### Routed metal, one colour a layer

Two of the layers only.
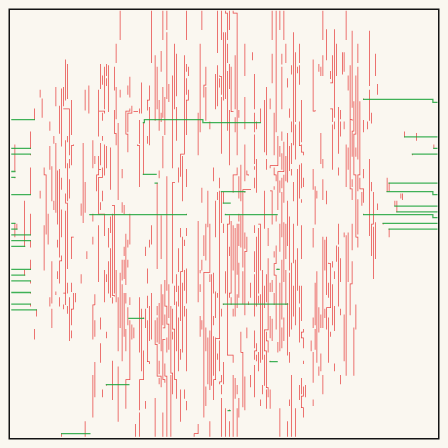
### Zoomed window

Scale bar: 10 um. Region (36, 36) to (66, 66) um. Cells in grey, sequential cells in the stronger grey; small squares are vias.
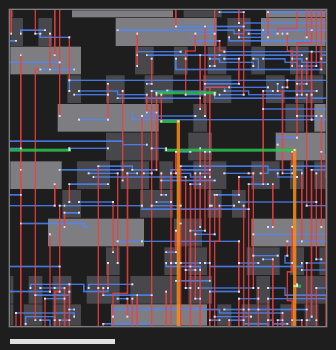
### Wires at chosen ports, followed through buffers

Scale bar: 20 um.
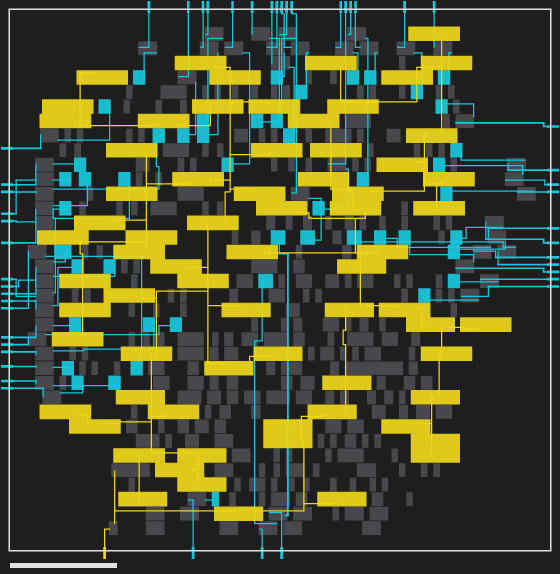
### Metal 1

Supply wires on this layer in grey.
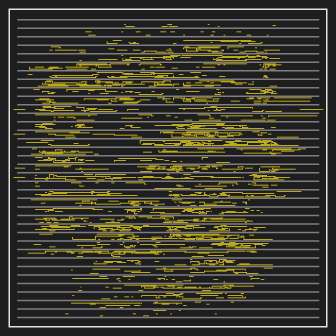
--- src/rtl/parallel_to_serial_cmd_pkg.sv ---
// Shared definitions for the SD CMD-line parallel-to-serial transmitter:
// FSM encoding, default command frame width and the released-line level.
package parallel_to_serial_cmd_pkg;

    localparam int   CMD_FRAME_WIDTH = 48;
    localparam logic LINE_IDLE       = 1'b1;

    typedef enum logic [1:0] {
        ST_IDLE  = 2'b00,
        ST_SHIFT = 2'b01,
        ST_DONE  = 2'b10
    } state_e;

    // A state that drives data onto the CMD line.
    function automatic logic drives_line(input state_e st);
        return (st == ST_SHIFT) ? 1'b1 : 1'b0;
    endfunction

endpackage

--- src/rtl/parallel_to_serial_cmd_upcounter.sv ---
// Generic rising-edge up-counter with synchronous load of an initial value.
module UPCOUNTER_POSEDGE #(
    parameter int SIZE = 8
) (
    input  logic            Clock,
    input  logic            Reset,
    input  logic            Initialize,
    input  logic            Enable,
    input  logic [SIZE-1:0] Initial,
    output logic [SIZE-1:0] Counter
);

    logic [SIZE-1:0] count_q;
    logic [SIZE-1:0] count_d;

    // Next count: load has priority over increment.
    always_comb begin
        count_d = count_q;
        if (Initialize) begin
            count_d = Initial;
        end else if (Enable) begin
            count_d = count_q + {{(SIZE-1){1'b0}}, 1'b1};
        end else begin
            count_d = count_q;
        end
    end

    // Count register.
    always_ff @(posedge Clock or negedge Reset) begin
        if (!Reset) begin
            count_q <= {SIZE{1'b0}};
        end else begin
            count_q <= count_d;
        end
    end

    assign Counter = count_q;

endmodule

--- src/rtl/parallel_to_serial_cmd.sv ---
// SD CMD-line transmitter: captures a frame on Load and shifts it out MSB
// first, qualified by Enable, then pulses complete for one cycle.
module parallel_to_serial_cmd
    import parallel_to_serial_cmd_pkg::*;
#(
    parameter int WIDTH            = CMD_FRAME_WIDTH,
    parameter int FRAME_SIZE_WIDTH = 8
) (
    input  logic                        Clock,
    input  logic                        Reset,
    input  logic                        Enable,
    input  logic                        Load,
    input  logic [WIDTH-1:0]            parallel,
    input  logic [FRAME_SIZE_WIDTH-1:0] framesize,
    output logic                        serial,
    output logic                        serialEnable,
    output logic                        busy,
    output logic                        complete
);

    state_e                      state_q, state_d;
    logic [WIDTH-1:0]            shreg_q, shreg_d;
    logic [FRAME_SIZE_WIDTH-1:0] fsize_q, fsize_d;
    logic [FRAME_SIZE_WIDTH-1:0] count_s;
    logic [FRAME_SIZE_WIDTH:0]   count_next_s;
    logic                        cnt_clear_s;
    logic                        cnt_inc_s;
    logic                        serial_q, serial_d;
    logic                        sen_q, sen_d;
    logic                        busy_q, busy_d;
    logic                        cpl_q, cpl_d;

    UPCOUNTER_POSEDGE #(
        .SIZE (FRAME_SIZE_WIDTH)
    ) u_bit_counter (
        .Clock      (Clock),
        .Reset      (Reset),
        .Initialize (cnt_clear_s),
        .Enable     (cnt_inc_s),
        .Initial    ({FRAME_SIZE_WIDTH{1'b0}}),
        .Counter    (count_s)
    );

    // One bit wider so the compare cannot wrap at the top framesize.
    assign count_next_s = {1'b0, count_s} + {{FRAME_SIZE_WIDTH{1'b0}}, 1'b1};

    // Next-state, shift register, captured framesize and counter control.
    always_comb begin
        state_d     = state_q;
        shreg_d     = shreg_q;
        fsize_d     = fsize_q;
        cnt_clear_s = 1'b0;
        cnt_inc_s   = 1'b0;
        case (state_q)
            ST_IDLE: begin
                if (Load) begin
                    shreg_d     = parallel;
                    fsize_d     = framesize;
                    cnt_clear_s = 1'b1;
                    if (framesize == {FRAME_SIZE_WIDTH{1'b0}}) begin
                        state_d = ST_DONE;
                    end else begin
                        state_d = ST_SHIFT;
                    end
                end else begin
                    state_d = ST_IDLE;
                end
            end
            ST_SHIFT: begin
                if (Enable) begin
                    shreg_d   = {shreg_q[WIDTH-2:0], LINE_IDLE};
                    cnt_inc_s = 1'b1;
                    if (count_next_s == {1'b0, fsize_q}) begin
                        state_d = ST_DONE;
                    end else begin
                        state_d = ST_SHIFT;
                    end
                end else begin
                    state_d = ST_SHIFT;
                end
            end
            ST_DONE: begin
                shreg_d     = {WIDTH{LINE_IDLE}};
                cnt_clear_s = 1'b1;
                state_d     = ST_IDLE;
            end
            default: begin
                shreg_d     = {WIDTH{LINE_IDLE}};
                cnt_clear_s = 1'b1;
                state_d     = ST_IDLE;
            end
        endcase
    end

    // Output values for the coming cycle, decoded from the next state.
    always_comb begin
        serial_d = LINE_IDLE;
        sen_d    = 1'b0;
        busy_d   = 1'b0;
        cpl_d    = 1'b0;
        case (state_d)
            ST_SHIFT: begin
                serial_d = shreg_d[WIDTH-1];
                sen_d    = drives_line(state_d);
                busy_d   = 1'b1;
            end
            ST_DONE: begin
                busy_d = 1'b1;
                cpl_d  = 1'b1;
            end
            default: begin
                serial_d = LINE_IDLE;
            end
        endcase
    end

    // State, datapath and registered outputs.
    always_ff @(posedge Clock or negedge Reset) begin
        if (!Reset) begin
            state_q  <= ST_IDLE;
            shreg_q  <= {WIDTH{LINE_IDLE}};
            fsize_q  <= {FRAME_SIZE_WIDTH{1'b0}};
            serial_q <= LINE_IDLE;
            sen_q    <= 1'b0;
            busy_q   <= 1'b0;
            cpl_q    <= 1'b0;
        end else begin
            state_q  <= state_d;
            shreg_q  <= shreg_d;
            fsize_q  <= fsize_d;
            serial_q <= serial_d;
            sen_q    <= sen_d;
            busy_q   <= busy_d;
            cpl_q    <= cpl_d;
        end
    end

    assign serial       = serial_q;
    assign serialEnable = sen_q;
    assign busy         = busy_q;
    assign complete     = cpl_q;

endmodule

--- config.mk ---
export PLATFORM = sky130hd
export DESIGN_NAME = parallel_to_serial_cmd
export DESIGN_NICKNAME = d
export VERILOG_FILES = /design/src/rtl/parallel_to_serial_cmd_pkg.sv /design/src/rtl/parallel_to_serial_cmd_upcounter.sv /design/src/rtl/parallel_to_serial_cmd.sv
export SDC_FILE = /design/constraint.sdc
export NUM_CORES = 1
export LEC_CHECK = 0
export CELL_PAD_IN_SITES_DETAIL_PLACEMENT = 1
export CELL_PAD_IN_SITES_GLOBAL_PLACEMENT = 2
export CORE_MARGIN = 2
export CORE_UTILIZATION = 34
export DETAILED_ROUTE_END_ITERATION = 10
export PLACE_DENSITY = 0.94
export SETUP_SLACK_MARGIN = 0.15
export SKIP_LAST_GASP = 1
export SYNTH_ARGS = -nofsm -noshare
export SYNTH_HDL_FRONTEND = slang
export SYNTH_SLANG_ARGS = --single-unit
--- constraint.sdc ---
create_clock -name Clock -period 3.6 [get_ports Clock]
set_input_delay 0.72 -clock Clock [delete_from_list [all_inputs] [get_ports Clock]]
set_output_delay 0.72 -clock Clock [all_outputs]
set_load 0.01 [all_outputs]
==> notes.md <==
run results: Overall Power=3.03 mW, Fill cells=1076, hold_ws=0.464 ns, Largest Pwr Group=sequential cells, CTS tree=done, ant diodes=0, count of cell types in the netlist=39, outcome=finished clean, full die area=10200 sq um, TritonCTS buffer count=9, register area=1810 sq um, area leader, netlist=dfstp_2, grt total ovfl=0, peak supply drop=0.000274 V, Area Growth Syn to Fin=28.9%, r2r endpoint=serial, DRT iter0 DRCs=72, Die Ht=101 um, main flop type=dfstp_2, vias in the first global route=2933, Setup WS post-layout=1.23 ns, hpwl dp=5.78 mm, Final setup viols=0, layout cells sized above 1=0.190, Vias per Instance=5.23, pwr/cell area=735 nW/um^2, fin area=4130 sq um, clock root cell=clkbuf_8, most numerous logic cell after layout=nor2_1, postcts setup bufs=0, Post-Syn Instances=343, fmax=0.422 GHz, largest net degree at the start of global routing=54, Sw Share=0.330, Synth flops=70, most numerous logic cells after layout=nor2_1, clkdlybuf4s50_1, dfstp_2, drt first pass iters=4, first-pass GRT wire length=14.0 mm, CP required=3.89 ns, max_cap viols=0, Hold Path Class=input pin to async pin, # nets final=463, Logic power comb=0.904 mW, core area=9200 sq um, Crit Path Max Fanout=6, slew margin rel.=0.321, crit start category=flop, Tot GR Track Use=0.175, DP Cell Count=500, P_clk=0.647 mW, Synth area leaders=dfstp_2, dfrtp_1, nor2_1, Clock Tree Buf Depth=2, fin util=0.449, post-CTS resize count=0, final hold viol count=0, Setup TNS=0 ns, dpl ws=0.928 ns, clock latency on the worst-skew pair=0.34 ns, OpenROAD warning count=27, Initial Utilization=0.348, reg-to-reg critical path startpoint=u_bit_counter.Counter[0], leakage dissipation=1.65 nW, minimum clock period=2.37 ns, Crit Path Class=flop to flop, post-layout period usage=0.658, Setup Skew=0.00760 ns, Synth Seq Share=0.566, Reg power frac=0.489, final cell count without fillers=516, area share of the largest cell type after synthesis=0.402, CTS sink cnt=70, crit path capture=serial, sw power=1.00 mW, R2R cell count=9, worst-margin pin slew=1.01 ns, remaining antenna violation count after routing=0, Gate power share=0.298, Post-DP Area=3930 sq um, Logic area=1280 sq um, Syn Area/Cell=9.33 sq um, Crit. Startpoint=u_bit_counter.Counter[0], Yosys Instances=343, final slew viol count=0, Reg clk slew, reported paths=0.08 ns, synthesis area per yosys=3200 sq um, Int Pwr=2.03 mW, Reg2Reg Setup Slack=1.23 ns, count of hold-fix buffers inserted at cts=0, Row Count=35, Synth async-reset ratio=1.00, DRC Markers=0, H-Tree Depth=3, GPL Wtd Cong=0.748, Critical Path Sink Type=flop, initial antenna violation count=0, net count after synthesis=406, Synth Cell Area=3200 sq um, RSZ-0062 raised after global routing=false, die width=101 um, Critical Path AT=2.66 ns, sequential power=1.48 mW, Clock power frac=0.213, flip-flops with a built-in enable=0, Ys Warns=0
Back to the opening pictures, 'Routed metal, one colour a layer':
| colour | layer | wire length |
|---|---|---|
| green | M3 | 283 um |
| red | M2 | 4210 um |
total wire length: 8.34 mm
mean routed wirelength per cell: 16.2 um

Back to the opening pictures, 'Zoomed window':
| colour | layer |
|---|---|
| red | M2 |
| green | M3 |
| blue | M1 |
| orange | M4 |
sequential cells in the window: 9
cells with their middle in the window: 56
netlist names of flops here include: shreg_q (5), u_bit_counter.Counter (4)
most frequent: nor2_1 (10), nand2_1 (7), dfstp_2 (5)

Back to the opening pictures, 'Wires at chosen ports, followed through buffers':
| colour | port | bits | direction | edge | end cells | buffers | wire |
|---|---|---|---|---|---|---|---|
| cyan | parallel | 48 | input | 17 left, 17 top, 11 right, 3 bottom | 48 | 48 | 1220 um |
| yellow | Reset | 1 | input | bottom | 70 | 2 | 601 um |
IO Port Bufs: 63
Ports: 64

Back to the opening pictures, 'Metal 1':
longest straight run: 30.8 um
main direction: horizontal
wire length on this layer: 3690 um
M1 GR Usage: 0.210
Vias: 2698

final cells by class:
class / count / share of cell area
clock buffer: 12 / 0.0376
clock inverter: 4 / 0.0109
inverter: 4 / 0.00364
multi-input combinational: 247 / 0.311
sequential: 70 / 0.439
tap: 111 / 0.0337
timing repair buffer: 68 / 0.164
per-layer routing:
metal	vias up	part of all wire	routed length, um	global-route usage
met5	-	0	0	0
met4	0	0.018	153	0.0676
met3	11	0.034	283	0.0388
met2	46	0.51	4210	0.305
met1	1346	0.44	3690	0.210
li1	1295	-	-	-
synth_stat cells (all sizes together) (2+ instances only):
library cell,n
a211o,2
a211oi,2
a21oi,4
a22o,3
a22oi,5
a31oi,2
and2,2
buf,5
clkbuf,17
dfrtp,21
dfstp,49
ha,3
inv,4
nand2,38
nand3,5
nor2,96
nor2b,2
nor3,3
nor4,3
o21ai,9
o22a,2
o22ai,43
o31ai,2
or2,2
xnor2,4
xor2,5
worst max-delay path, stage by stage, from the launching register on:
cell and delay [ns]:
dfrtp_1 0.45, ha_1 0.36, xnor2_1 0.20, nand3_1 0.11
nor4_2 0.27, o2111ai_1 0.27, a22o_1 0.31, ha_1 0.22
inv_1 0.05, or2_2 0.09
cell families (layout without fill, tap and decap cells):
logic type,Yosys count,after routing,share of synthesized area
AND/OR/NAND/NOR,156,156,0.201
AND-OR/OR-AND,79,79,0.161
flip-flops,70,70,0.566
buffers and inverters,26,88,0.0344
XOR/XNOR,9,9,0.0246
adder cells (fa/ha/maj),3,3,0.0117
state kept, by name, indices dropped and copies added, names as in the netlist:
| name | flops |
|---|---|
| serialEnable | 1 |
| serial | 1 |
| complete | 1 |
| u_bit_counter.Counter | 8 |
| shreg_q | 48 |
| fsize_q | 8 |
| state_q | 2 |
| busy | 1 |
Power is estimated from default activity; no workload was simulated.
